==> src/rtl/ctrl_burst_cas.sv <==
// Column-command (CAS) stage of the DDR4 controller: enforces tRCD and tCCD_S/L, issues READ/WRITE strobes.
// Optional CAS_DATA_WINDOW_EN builds the CL/CWL shift registers that drive rd_data_start/wr_data_start.

package ddr_pkg;
    typedef enum logic [2:0] {
        NOP_R = 3'd0,
        RD_R  = 3'd1,
        WR_R  = 3'd2,
        PRE_R = 3'd3,
        REF_R = 3'd4
    } req_type_e;
endpackage

module ctrl_burst_cas #(
    parameter int T_RCD   = 16,
    parameter int T_CCD_S = 4,
    parameter int T_CCD_L = 6,
    parameter int CL      = 16,
    parameter int CWL     = 12
) (
    input  logic        CK_t,
    input  logic        reset,
    input  logic        act_rdy,
    input  logic        no_act_rdy,
    input  logic [2:0]  act_rw,
    input  logic [1:0]  bg_addr,
    input  logic [1:0]  ba_addr,
    input  logic [9:0]  col_addr,
    output logic        cas_rdy,
    output logic [2:0]  cas_req,
    output logic [13:0] cas_reg,
    output logic        cas_idle,
    output logic        rd_data_start,
    output logic        wr_data_start,
    output logic        ovf
);
    import ddr_pkg::*;

    if (T_RCD < 2 || CL < 2 || CWL < 2) begin : g_bad_params
        $error("ctrl_burst_cas: T_RCD, CL and CWL must all be >= 2");
    end

    typedef enum logic [1:0] {CAS_IDLE, CAS_TRCD, CAS_TCCD, CAS_ISSUE} cas_state_e;

    typedef struct packed {
        logic [2:0] rw;
        logic [1:0] bg;
        logic [1:0] ba;
        logic [9:0] col;
    } cas_cmd_t;

    typedef struct packed {
        logic     is_act;
        cas_cmd_t cmd;
    } req_t;

    localparam logic [7:0] TRCD_M1   = 8'(T_RCD - 1);
    localparam logic [7:0] TCCD_S_M1 = 8'(T_CCD_S - 1);
    localparam logic [7:0] TCCD_L_M1 = 8'(T_CCD_L - 1);

    cas_state_e state_q, state_d;
    cas_cmd_t   cur_q;
    req_t       pend_q;
    logic       pend_valid_q;
    logic [7:0] pend_age_q;
    logic [7:0] trcd_cnt_q;
    logic [7:0] since_cas_q;

    req_t       in_req, src_req;
    logic       req_valid, dispatch, take_in, pend_pop, skid_wr, ovf_set;
    logic [7:0] src_age, disp_age, tccd_m1;

    // NOTE: every signal driven here gets a default first so no path through the case leaves one unassigned (no latch).
    always_comb begin
        in_req    = '{is_act: act_rdy, cmd: '{rw: act_rw, bg: bg_addr, ba: ba_addr, col: col_addr}};
        req_valid = (act_rdy || no_act_rdy) && (act_rw == RD_R || act_rw == WR_R);
        tccd_m1   = (cur_q.bg == cas_reg[13:12]) ? TCCD_L_M1 : TCCD_S_M1;
        state_d   = state_q;
        dispatch  = 1'b0;
        take_in   = 1'b0;
        pend_pop  = 1'b0;
        src_req   = in_req;
        src_age   = 8'd0;

        case (state_q)
            CAS_IDLE: begin
                if (req_valid) begin
                    dispatch = 1'b1;
                    take_in  = 1'b1;
                end
            end
            CAS_TRCD: begin
                if (trcd_cnt_q + 8'd1 >= TRCD_M1) state_d = CAS_TCCD;
            end
            CAS_TCCD: begin
                // since_cas reads 0 in the ISSUE cycle, so the CAS lands one cycle after this test passes.
                if (since_cas_q >= tccd_m1) state_d = CAS_ISSUE;
            end
            CAS_ISSUE: begin
                state_d = CAS_IDLE;
                if (pend_valid_q) begin
                    dispatch = 1'b1;
                    pend_pop = 1'b1;
                    src_req  = pend_q;
                    src_age  = pend_age_q;
                end else if (req_valid) begin
                    dispatch = 1'b1;
                    take_in  = 1'b1;
                end
            end
            default: state_d = CAS_IDLE;
        endcase

        // disp_age is the request's age (cycles since its ACT) in the first cycle after dispatch.
        disp_age = (src_age == 8'hFF) ? 8'hFF : src_age + 8'd1;
        if (dispatch) begin
            state_d = (src_req.is_act && disp_age < TRCD_M1) ? CAS_TRCD : CAS_TCCD;
        end

        skid_wr = req_valid && !take_in && !pend_valid_q;
        ovf_set = req_valid && !take_in && pend_valid_q;
    end

    // NOTE: sequential state uses non-blocking assignments only, so every register samples pre-edge values.
    always_ff @(posedge CK_t) begin
        if (reset) begin
            state_q      <= CAS_IDLE;
            pend_valid_q <= 1'b0;
            pend_age_q   <= 8'd0;
            trcd_cnt_q   <= 8'd0;
            since_cas_q  <= 8'hFF;
            cas_req      <= 3'd0;
            cas_reg      <= 14'd0;
            ovf          <= 1'b0;
        end else begin
            state_q <= state_d;

            if (skid_wr)       pend_valid_q <= 1'b1;
            else if (pend_pop) pend_valid_q <= 1'b0;

            if (skid_wr)                                 pend_age_q <= 8'd1;
            else if (pend_valid_q && pend_age_q != 8'hFF) pend_age_q <= pend_age_q + 8'd1;

            if (dispatch)                  trcd_cnt_q <= disp_age;
            else if (state_q == CAS_TRCD)  trcd_cnt_q <= trcd_cnt_q + 8'd1;

            if (state_d == CAS_ISSUE)      since_cas_q <= 8'd0;
            else if (since_cas_q != 8'hFF) since_cas_q <= since_cas_q + 8'd1;

            if (state_d == CAS_ISSUE) begin
                cas_req <= cur_q.rw;
                cas_reg <= {cur_q.bg, cur_q.ba, cur_q.col};
            end

            if (ovf_set) ovf <= 1'b1;
        end
    end

    // NOTE: request payload registers carry no reset; they are only read while their valid/state qualifier is set.
    always_ff @(posedge CK_t) begin
        if (dispatch) cur_q  <= src_req.cmd;
        if (skid_wr)  pend_q <= in_req;
    end

    assign cas_rdy  = (state_q == CAS_ISSUE);
    assign cas_idle = (state_q == CAS_IDLE) && !pend_valid_q;

`ifdef CAS_DATA_WINDOW_EN
    logic [CL-1:0]  rd_sr;
    logic [CWL-1:0] wr_sr;

    // One bit per outstanding window so overlapping CAS latencies are tracked independently.
    always_ff @(posedge CK_t) begin
        if (reset) begin
            rd_sr <= '0;
            wr_sr <= '0;
        end else begin
            rd_sr <= {rd_sr[CL-2:0],  cas_rdy && (cas_req == RD_R)};
            wr_sr <= {wr_sr[CWL-2:0], cas_rdy && (cas_req == WR_R)};
        end
    end

    assign rd_data_start = rd_sr[CL-1];
    assign wr_data_start = wr_sr[CWL-1];
`else
    assign rd_data_start = 1'b0;
    assign wr_data_start = 1'b0;
`endif

endmodule
==> config.mk <==
export PLATFORM = sky130hd
export DESIGN_NAME = ctrl_burst_cas
export DESIGN_NICKNAME = d
export VERILOG_FILES = /design/src/rtl/ctrl_burst_cas.sv
export SDC_FILE = /design/constraint.sdc
export NUM_CORES = 1
export LEC_CHECK = 0
export CAP_MARGIN = 0
export CORE_MARGIN = 5
export CORE_UTILIZATION = 35
export CTS_BUF_LIST = sky130_fd_sc_hd__clkbuf_8
export CTS_CLUSTER_DIAMETER = 120
export CTS_CLUSTER_SIZE = 10
export DETAILED_ROUTE_END_ITERATION = 8
export GPL_ROUTABILITY_DRIVEN = 0
export PLACE_DENSITY_LB_ADDON = 0.2
export SLEW_MARGIN = 20
export SYNTH_ARGS = -nofsm -noshare
export SYNTH_HDL_FRONTEND = slang
export SYNTH_SLANG_ARGS = --single-unit
==> constraint.sdc <==
create_clock -name CK_t -period 2.7 [get_ports CK_t]
set_input_delay 0.405 -clock CK_t [delete_from_list [all_inputs] [get_ports CK_t]]
set_output_delay 0.405 -clock CK_t [all_outputs]
set_load 0.01 [all_outputs]
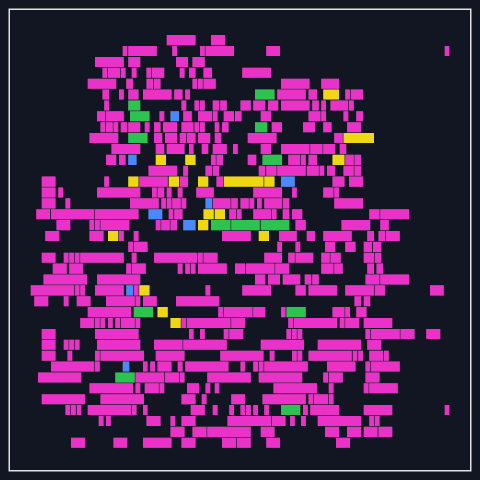
*Sizing map, run 1*
Drawn at 4 px/um.
blue -> _2 cells  # cells 8
yellow -> _3 and _4 cells  # cells 18
green -> _6 and larger  # cells 13
magenta -> _0 and _1 cells  # cells 414

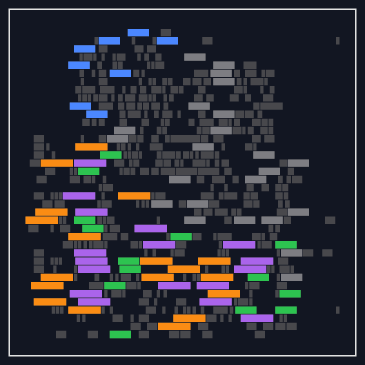
*Where the registers sit, run 1*
Drawn at 3 px/um. Other sequential cells in the stronger grey, the rest of the logic in the fainter grey.
orange -> `pend_q`  # sequential cells 18
green -> `cas_reg`  # sequential cells 14
purple -> `cur_q`  # sequential cells 17
blue -> `pend_age_q`  # sequential cells 8, where upper left
not coloured = 23
Finished Core Util: 0.427
flip-flop and latch power: 1.51 mW
Sequential Area: 1950 um2
Seq area share: 0.422

==> run summary, run 1 <==
Implementation status.

- Detailed routing inserted a total of 2805 vias.
- The standard-cell row count is 38.
- The number of cells reported by Yosys stat comes to 402.
- The main kind of combinational logic by area is simple AND/OR/NAND/NOR gates.
- The clock buffer and inverter area fraction after layout is 0.0368.
- The launch point of the critical path was reported as state_q[1].
- The via count of the first global-routing pass came to 2791.
- The sum of net half-perimeters after detailed placement is 5.61 mm.
- The proportion of synthesized flip-flops having asynchronous set or reset is 0.
- The setup slack on the worst flop-to-flop path is 200 ps.
- The global-route wire length before repair is 13.6 mm.
- The internal power of the cells is 2.07 mW.
- Listed in order, past its start point the critical path passes ha_1 -> and3_1 -> ha_1 -> inv_1 -> or3_1 -> a311o_1 -> a21oi_1 -> nand3_1 -> and3_1.
- The average detailed-routed wire length per instance is 13.4 um.
- TritonCTS built the clock tree.
- The number of non-clock buffers is 53.
- The synthesized design contains 35 enable-type register cells.
- Averaged over all synthesized cells, the footprint is 9.60 um2.
- The area of the multi-input gates is 1780 um2.
- The adder-cell share of the synthesized area is 0.0389.
- After synthesis the netlist holds a flip-flop and latch count of 80.
- In this run the worst hold path is classified as register to register.
- Setup repair after global routing left no endpoint under its margin.
- From synthesis to final layout, the design area changed by 19.9%.
- The max-capacitance violation count is 0.
- The run finished with clean final reports.
- For this design the ratio of total power to cell area is 651 nW/um2.
- The tightest hold path in the finished design has a slack of 457 ps.
- The worst-case reg-to-reg path depth is 9.
- The worst register-to-register path ends at state_q[1].
- Summed over all routing layers, the global router reports a total usage of 0.131.
- The total negative slack for setup checks is 0 ps.
- The fraction of the mapped netlist area in simple logic gates is 0.231.
- The chip area line in the Yosys stat output reads 3860 um2.
- Port buffering added 40 buffers.
- Looking at the clock tree report, the root buffer type is sky130_fd_sc_hd__clkbuf_8.
- Post-route period utilization is reported as 0.928.
- The arrival time at the worst endpoint is 2760 ps.
- Multi-input combinational cells in the finished layout were counted as 295.
- For this block, the initial DRC count from the detailed router was 130.
- The floorplan step records an initial core utilization of 0.356.
- The leakage component of the power is 1.73 nW.
- The combinational share of power is 0.237.
- The design received a total of 140 well taps at floorplan.
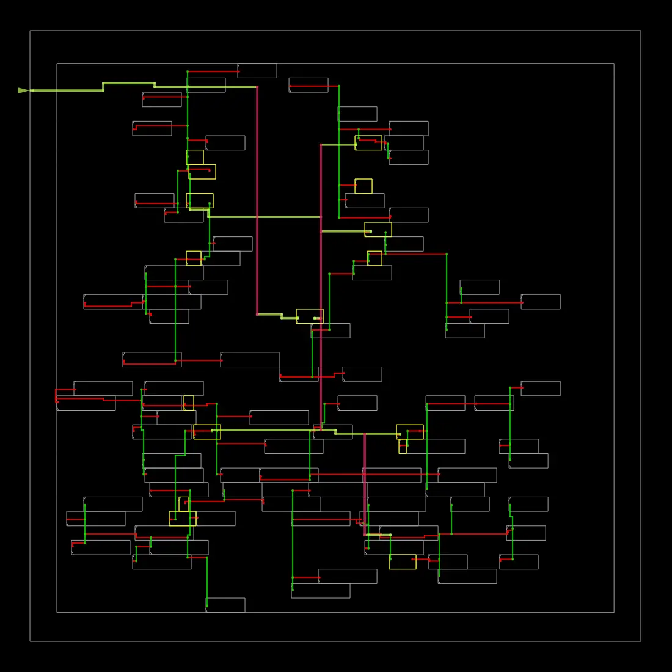
*Clock routing, run 1*
seq_cells: 80
CLK BUF: 9

run 1: through the flow:
stage / util / area [um2] / total power, mW / std cells / setup WS (ps)
after global routing: 0.427 / 4630 / 3.21 / 593 / 22.9
after floorplan: - / 3870 / 2.05 / 403 / 155
final: 0.427 / 4630 / 3.01 / 593 / 195
after global placement: 0.411 / 4460 / 2.24 / 577 / 197
after CTS: 0.427 / 4630 / 3.05 / 593 / 181
after detailed placement: 0.411 / 4460 / 2.26 / 577 / 130
run 1: metal layers:
layer	wire length (um)	global-route usage
met2	3440	0.195
met3	352	0.0384
met5	0	0
met4	115	0.0501
met1	4030	0.180
run 1: cell families (layout without fill, tap and decap cells):
group,Yosys count,count (layout)
adder cells (fa/ha/maj),12,12
multiplexers,20,20
buffers and inverters,28,78
AND/OR/NAND/NOR,192,192
XOR/XNOR,22,22
other,1,2
flip-flops,80,80
AND-OR/OR-AND,47,47
run 1: worst max-delay path: cells and delay by family, from the launching register on:
kind	cells	cell delay (ps)
compound gates	2	510
simple gates	4	950
flops	1	380
fa+ha+maj	2	510
buf+inv	1	70
run 1: cells in the mapped netlist, drive strengths merged (2+ instances only):
cell / count
buf: 4
xor2: 9
nand2b: 2
a21oi: 13
nor4: 2
nand3: 11
or3: 3
nand4: 4
nor2: 28
edfxtp: 35
mux2i: 20
xnor2: 13
or2: 2
clkbuf: 15
o21bai: 7
o21a: 2
o21ai: 5
nand2: 105
ha: 12
dfxtp: 45
a31oi: 4
and4b: 3
and2: 3
nor3: 15
and3: 8
a211oi: 8
nor3b: 2
inv: 7
clkinv: 2
and4: 2
run 1: power by group through the flow:
stage	clock [mW]	sequential, mW	combinational [mW]
detailed placement	0	1.54	0.715
global placement	0	1.54	0.704
floorplan	0	1.52	0.531
global route	0.870	1.53	0.808
CTS	0.820	1.51	0.720
finish	0.786	1.51	0.712
==> run 1 -> run 2 <==
- CTS_CLUSTER_DIAMETER: 120 -> 30
- CTS_CLUSTER_SIZE: 10 -> not set
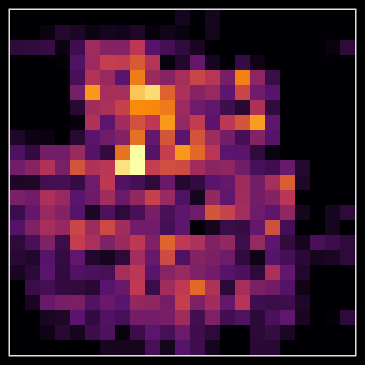
*Signal metal coverage by tile, run 2*
Drawn at 3 px/um. The die is cut into 23 by 23 equal tiles; black is low, pale yellow is high, scaled to the fullest tile. Values are wire area over tile area, all layers added.
nearly empty tiles = 29%
densest ninth of the die = centre
fullest tile = 0.45
mean over tiles = 0.094
tiles over half the peak = 10%
emptiest ninth of the die = upper right
total wire length after detailed routing: 7.93 mm
overall via count from detail_route: 2805
Wirelength per Cell: 13.4 um
combined global-route utilization of all metal layers: 0.131

==> run summary, run 2 <==
Implementation status.

- The flow ran to the end, and the final reports show no timing, DRC or antenna violations.
- The number of standard cells reported by yosys came to 402 (unchanged).
- The final cell area excluding filler cells came to 4630 um2 (unchanged).
- The number of synthesized flops with an enable pin is 35 (unchanged).
- The layout-stage area growth over the synthesis result is 19.9% (unchanged).
- The area of the multi-input gates is 1780 um2 (unchanged).
- The arrival time at the worst endpoint is 2760 ps (about the same).
- The yosys stat chip area was 3860 um2 (unchanged).
- Of the cells placed in the final design, the portion with a size suffix greater than 1 is 0.0861.
- The power per standard cell area is 651 nW/um2 (unchanged).
- The floorplan utilization is 0.356 (unchanged).
- The most instantiated flip-flop cell in the synthesis netlist is sky130_fd_sc_hd__dfxtp_1.
- The footprint of the flip-flops and latches is 1950 um2 (unchanged).
- The proportion of synthesized flip-flops having asynchronous set or reset is 0 (unchanged).
- The total negative slack for setup checks is 0 ps (unchanged).
- The leakage component of the power was 1.73 nW (unchanged).
- The type of the most critical hold path is register to register.
- The post-layout period usage of the worst path is 0.928 (unchanged).
- For the pin with the worst max-slew slack, the measured transition is 613 ps.
- The sum of internal, switching and leakage power is 3.01 mW (unchanged).
- The smallest setup slack after layout is 195 ps (unchanged).
- The worst hold-check slack is 457 ps (unchanged).
- The post-placement cell area is 4460 um2 (unchanged).
- The via count of the first global-routing pass is 2791 (unchanged).
- The mean instance size in the synthesized netlist is 9.60 um2 (unchanged).
- The synthesis stats list as the most numerous cell sky130_fd_sc_hd__nand2_1.
- The max-capacitance violation count is 0 (unchanged).
- In this run the full chip footprint comes out at 13200 um2.
- The count of state elements after synthesis is 80 (unchanged).
- The tally of buffers added on design ports came to 40 (unchanged).
- The number of violations reported at the end of detailed-routing iteration 0 is 130 (unchanged).
- The final standard cell count with taps included and fillers excluded was 593 (unchanged).
- The root buffer cell chosen for the clock tree is sky130_fd_sc_hd__clkbuf_8.
- The placed instance count is 577 (unchanged).
- The global-route wire length before repair is 13.6 mm (unchanged).
- Setup repair after global routing left no endpoint under its margin.
- The commonest cells after synthesis are sky130_fd_sc_hd__nand2_1 (105), sky130_fd_sc_hd__dfxtp_1 (45), sky130_fd_sc_hd__edfxtp_1 (35).
- The standard-cell row count came to 38 (unchanged).
- The worst slack at placement came to 130 ps (unchanged).
- The clock tree from TritonCTS is done.
## run 2: cell counts in the layout (fill, tap and decap cells not counted)
Identical to the previous run, type by type.
## run 2: layout make-up
class,count,share of cell area
Clock buffer,9,0.0268
Clock inverter,7,0.0100
Inverter,9,0.00757
Multi-Input combinational cell,295,0.385
Sequential cell,80,0.422
Tap cell,140,0.0379
Timing Repair Buffer,53,0.110
## run 2: cells by family after synthesis
family | count (synthesis) | synth area share
AOI/OAI and AO/OA | 47 | 0.0869
DFF | 80 | 0.506
buffers and inverters | 28 | 0.0341
other | 1 | 0.000972
muxes | 20 | 0.0519
adders and majority gates | 12 | 0.0389
xor gates and xnor gates | 22 | 0.0500
and+or+nand+nor | 192 | 0.231
## run 2: layer usage
layer,track usage,part of all wire,wire length [um]
met2,0.195,0.43,3440
met1,0.180,0.51,4030
met5,0,0,0
met4,0.0501,0.014,115
met3,0.0384,0.044,352
## run 2: worst paths after layout
kind / start / depth (start not counted) / to / slack [ps]
worst min register to register: cas_req[1] / 2 / cas_req[1] / 460
worst max register to register: state_q[1] / 9 / state_q[1] / 200
worst min-delay path: cas_req[1] / 2 / cas_req[1] / 460
worst max-delay path: state_q[1] / 9 / state_q[1] / 200
## run 2: critical path: stages, from the launching register on
cell and delay, ps:
sky130_fd_sc_hd__dfxtp_1 380, sky130_fd_sc_hd__ha_1 280, sky130_fd_sc_hd__and3_1 230, sky130_fd_sc_hd__ha_1 230, sky130_fd_sc_hd__inv_1 70, sky130_fd_sc_hd__or3_1 420
sky130_fd_sc_hd__a311o_1 390, sky130_fd_sc_hd__a21oi_1 120, sky130_fd_sc_hd__nand3_1 110, sky130_fd_sc_hd__and3_1 190
## run 2: report_power, final
group / internal [mW] / switching, mW
Sequential: 1.40 / 0.107
Combinational: 0.334 / 0.378
Clock: 0.334 / 0.452
==> run 2 -> run 3 <==
- ABC_AREA: not set -> 1
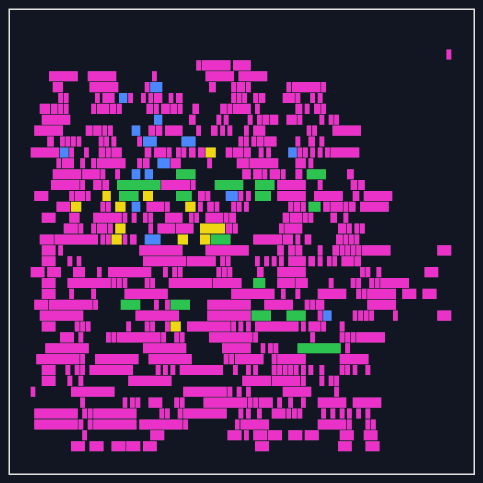
*Sizing map, run 3*
Drawn at 4 px/um.
blue -> _2 cells  # cells 15
green -> _6 and larger  # cells 16
yellow -> _3 and _4 cells  # cells 12
magenta -> _0 and _1 cells  # cells 504

==> run summary, run 3 <==
Implementation status.

- The run finished with clean final reports.
- The met1 capacity usage during global routing is 0.190 (+0.0104).
- The footprint of the flip-flops and latches is 1950 um2 (unchanged).
- The adder-cell share of the synthesized area is 0.0383 (-0.000633).
- After global routing the overflow that remains totals 0.
- The layout-stage area growth over the synthesis result is 20.8%.
- The routed length on met3 is 307 um (-13%).
- The critical path start-end classification is register to register.
- The number of violations reported at the end of detailed-routing iteration 0 is 132 (+1.5%).
- The proportion of synthesized flip-flops having asynchronous set or reset was 0 (unchanged).
- The number of standard cells reported by yosys was 495 (+23%).
- The clock tree from TritonCTS is done.
- The portion of the post-synthesis area used by sequential elements is 0.498.
- The leakage component of the power was 2.06 nW (+19%).
- The mean instance size in the synthesized netlist is 7.92 um2 (-17%).
- The fraction of layout instances using a drive strength above 1 came to 0.0786 (-0.00748).
- The floorplan utilization is 0.360 (+0.00431).
- Grouping non-sequential cells by family puts the most area in simple AND/OR/NAND/NOR gates.
- The total negative slack for setup checks is 0 ps (unchanged).
- The number of ports placed on the die boundary is 43.
- Endpoints with negative setup slack in the final report add up to 0.
- Global route summary, busiest routing layer listed as met2.
- The type of element launching the critical path is a register.
- The kind of cell adding the most delay to the critical path is simple AND/OR/NAND/NOR gates.
- The antenna cell count is 0.
- The pin count of the biggest net entering global routing is 45.
- The cell with the most instances after synthesis is sky130_fd_sc_hd__nand2_1.
- The worst setup skew after layout is 14.6 ps.
- The sum of internal, switching and leakage power was 4.02 mW (+34%).
- The remaining design rule violation count is 0.
- The total wirelength of the detailed-routed design was 8.37 mm (+5.5%).
- The max-capacitance violation count is 0 (unchanged).
- At the later pin of the worst-skew pair, clock insertion delay measures 350 ps.
- The tally of buffers added on design ports is 40 (unchanged).
- The type of the most critical hold path is register to register.
- The amount of wire on met2 after detailed routing is 3.58 mm (+4.0%).
- The wire length the detailed router placed on met1 is 4.38 mm (+8.8%).
- In this run, post-CTS repair resized a total of 0 instances.
- The number of synthesized flops with an enable pin is 35 (unchanged).
- The met3 global-route usage is 0.0355 (-0.00291).
- Setup repair after global routing left no endpoint under its margin.
- The post-layout period usage of the worst path came to 0.899 (-0.0287).
- The sum of net half-perimeters after detailed placement is 6.05 mm.
- The total routing resource utilization after global routing is 0.132 (+0.00125).
- Per the STA report, the cell with the highest stage delay on the worst path is sky130_fd_sc_hd__dfxtp_1.
- The commonest cells after synthesis are sky130_fd_sc_hd__nand2_1 (147), sky130_fd_sc_hd__nor2_1 (70), sky130_fd_sc_hd__inv_1 (65).
- The synthesis report names the predominant flop master as sky130_fd_sc_hd__dfxtp_1.
- The proportion of synthesized area in mux cells came to 0 (-0.0519).
- The number of vias after detailed routing is 3092 (+10%).
- The routing usage on met2 came to 0.194 (-0.000354).
- The yosys stat chip area was 3920 um2 (+1.7%).
- The count of state elements after synthesis is 80 (unchanged).
- The fraction of the mapped netlist area in simple logic gates is 0.279 (+0.0473).
- The master cell of the clock root buffer is sky130_fd_sc_hd__clkbuf_8.
- The power per standard cell area is 849 nW/um2 (+31%).
- The global-route wire length before repair is 14.2 mm (+4.4%).
- The via count of the first global-routing pass came to 2975 (+6.6%).
- The via density per instance is 4.50.
- The average detailed-routed wire length per instance came to 12.2 um (-8.9%).
- The arrival time at the worst endpoint is 2670 ps (-90 ps).
- The chip footprint was 13400 um2 (+1.5%).
- The cell sequence reported for the critical path is ha_1 -> nand2_2 -> nor2_2 -> ha_1 -> nand3_2 -> nand3_1 -> o21ai_0 -> nand3b_1 -> nor2_1 -> nand3_2 -> nand3_4 -> buf_12 -> nand2_1 -> nand2_1 -> nor2_1.
- The register with the most flip-flops in the layout has 18 of them.
- The time the final worst path needs with I/O delays and setup is 2430 ps.
- The xor/xnor cell area share of the yosys netlist is 0.0290 (-0.0209).
- The number of buffers added to fix hold violations after cts is 0.
- In this run the top signal layer used is met4.
- The final antenna-violating net count is 0.
- The share of synthesized area in the top cell type comes to 0.268.
- The standard-cell row count is 38 (unchanged).
- The TritonCTS buffer count is 9.
- The post-synthesis compound-gate area fraction is 0.0676 (-0.0193).
- The maximum fanout along the worst path is 44.
- The count of tool warnings is 31.
- The stage delay of the slowest cell on the critical path is 410 ps (about the same).
- The area of the multi-input gates is 1640 um2 (-8.3%).
- The buffers plus inverters on the worst setup path is 1 (unchanged).
- The summed instance area of the synthesized netlist is 3920 um2.
-- run 3: cell count changes in the layout (fill, tap and decap cells not counted), moves of 7 or more --
cell / before / now
sky130_fd_sc_hd__o21ai_0: 4 / 12
sky130_fd_sc_hd__xnor2_1: 13 / 5
sky130_fd_sc_hd__and3_1: 8 / 1
sky130_fd_sc_hd__mux2i_1: 20 / 0
sky130_fd_sc_hd__nand2_1: 105 / 147
sky130_fd_sc_hd__nor3_1: 14 / 5
sky130_fd_sc_hd__inv_1: 7 / 65
sky130_fd_sc_hd__nor2_1: 27 / 69
sky130_fd_sc_hd__nand3_1: 11 / 21
-- run 3: area by class of cell --
type	count	share of cell area
sequential	80	0.412
multi-input combinational	334	0.345
timing repair buffer	50	0.103
inverter	67	0.0536
tap	140	0.0370
clock buffer	9	0.0262
clock inverter	7	0.0227
-- run 3: worst paths after layout --
check        startpoint    endpoint  slack (ps)  depth (start not counted)
max          state_q[1]  cas_reg[1]         270                         15
min            cur_q[3]  cas_reg[3]         490                          2
max reg2reg  state_q[1]  cas_reg[1]         270                         15
min reg2reg    cur_q[3]  cas_reg[3]         490                          2
-- run 3: per-stage QoR --
| step | hold WS (ps) | area (um2) | instances | setup WS [ps] | utilization |
|---|---|---|---|---|---|
| global route | 520 | 4740 | 687 | 20.4 | 0.435 |
| CTS | 500 | 4730 | 687 | 204 | 0.435 |
| global placement | 458 | 4500 | 671 | 267 | 0.413 |
| floorplan | 447 | 3930 | 496 | 90.9 | - |
| finish | 490 | 4740 | 687 | 272 | 0.435 |
| detailed placement | 474 | 4500 | 671 | 212 | 0.413 |
-- run 3: where the power goes --
group / internal [mW] / switching, mW / total, mW
Combinational: 0.560 / 0.735 / 1.30
Sequential: 1.54 / 0.161 / 1.70
Clock: 0.540 / 0.484 / 1.02

==> gallery <==
The metal 3 layer.
Drawn at 4 px/um.
panel A
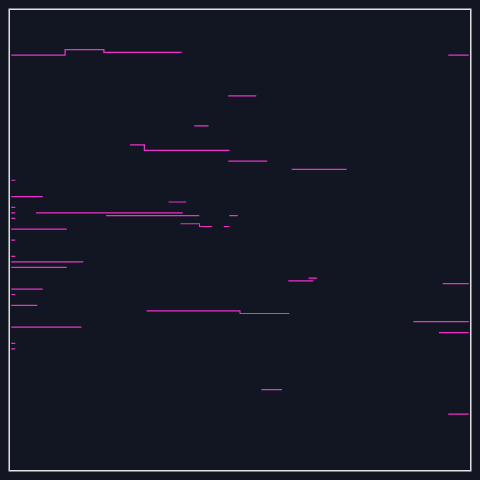
panel B
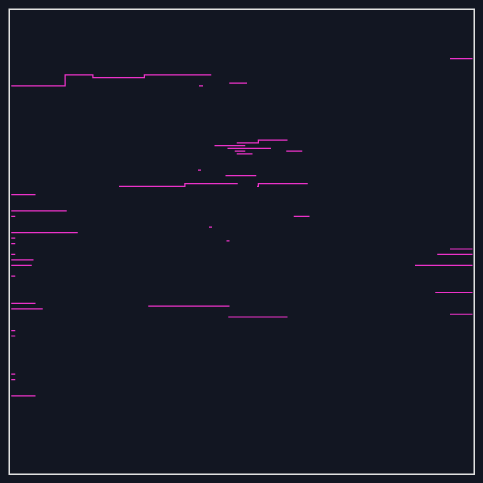
Panel A is run 2.
Panel B is run 3.

Key to panel B:
longest straight run = 20.0 um
nets with wire on the layer = 33
main direction = horizontal
share of all routed wire = 3.7%

Power figures rest on the tool's default switching activity, not on a simulated workload.
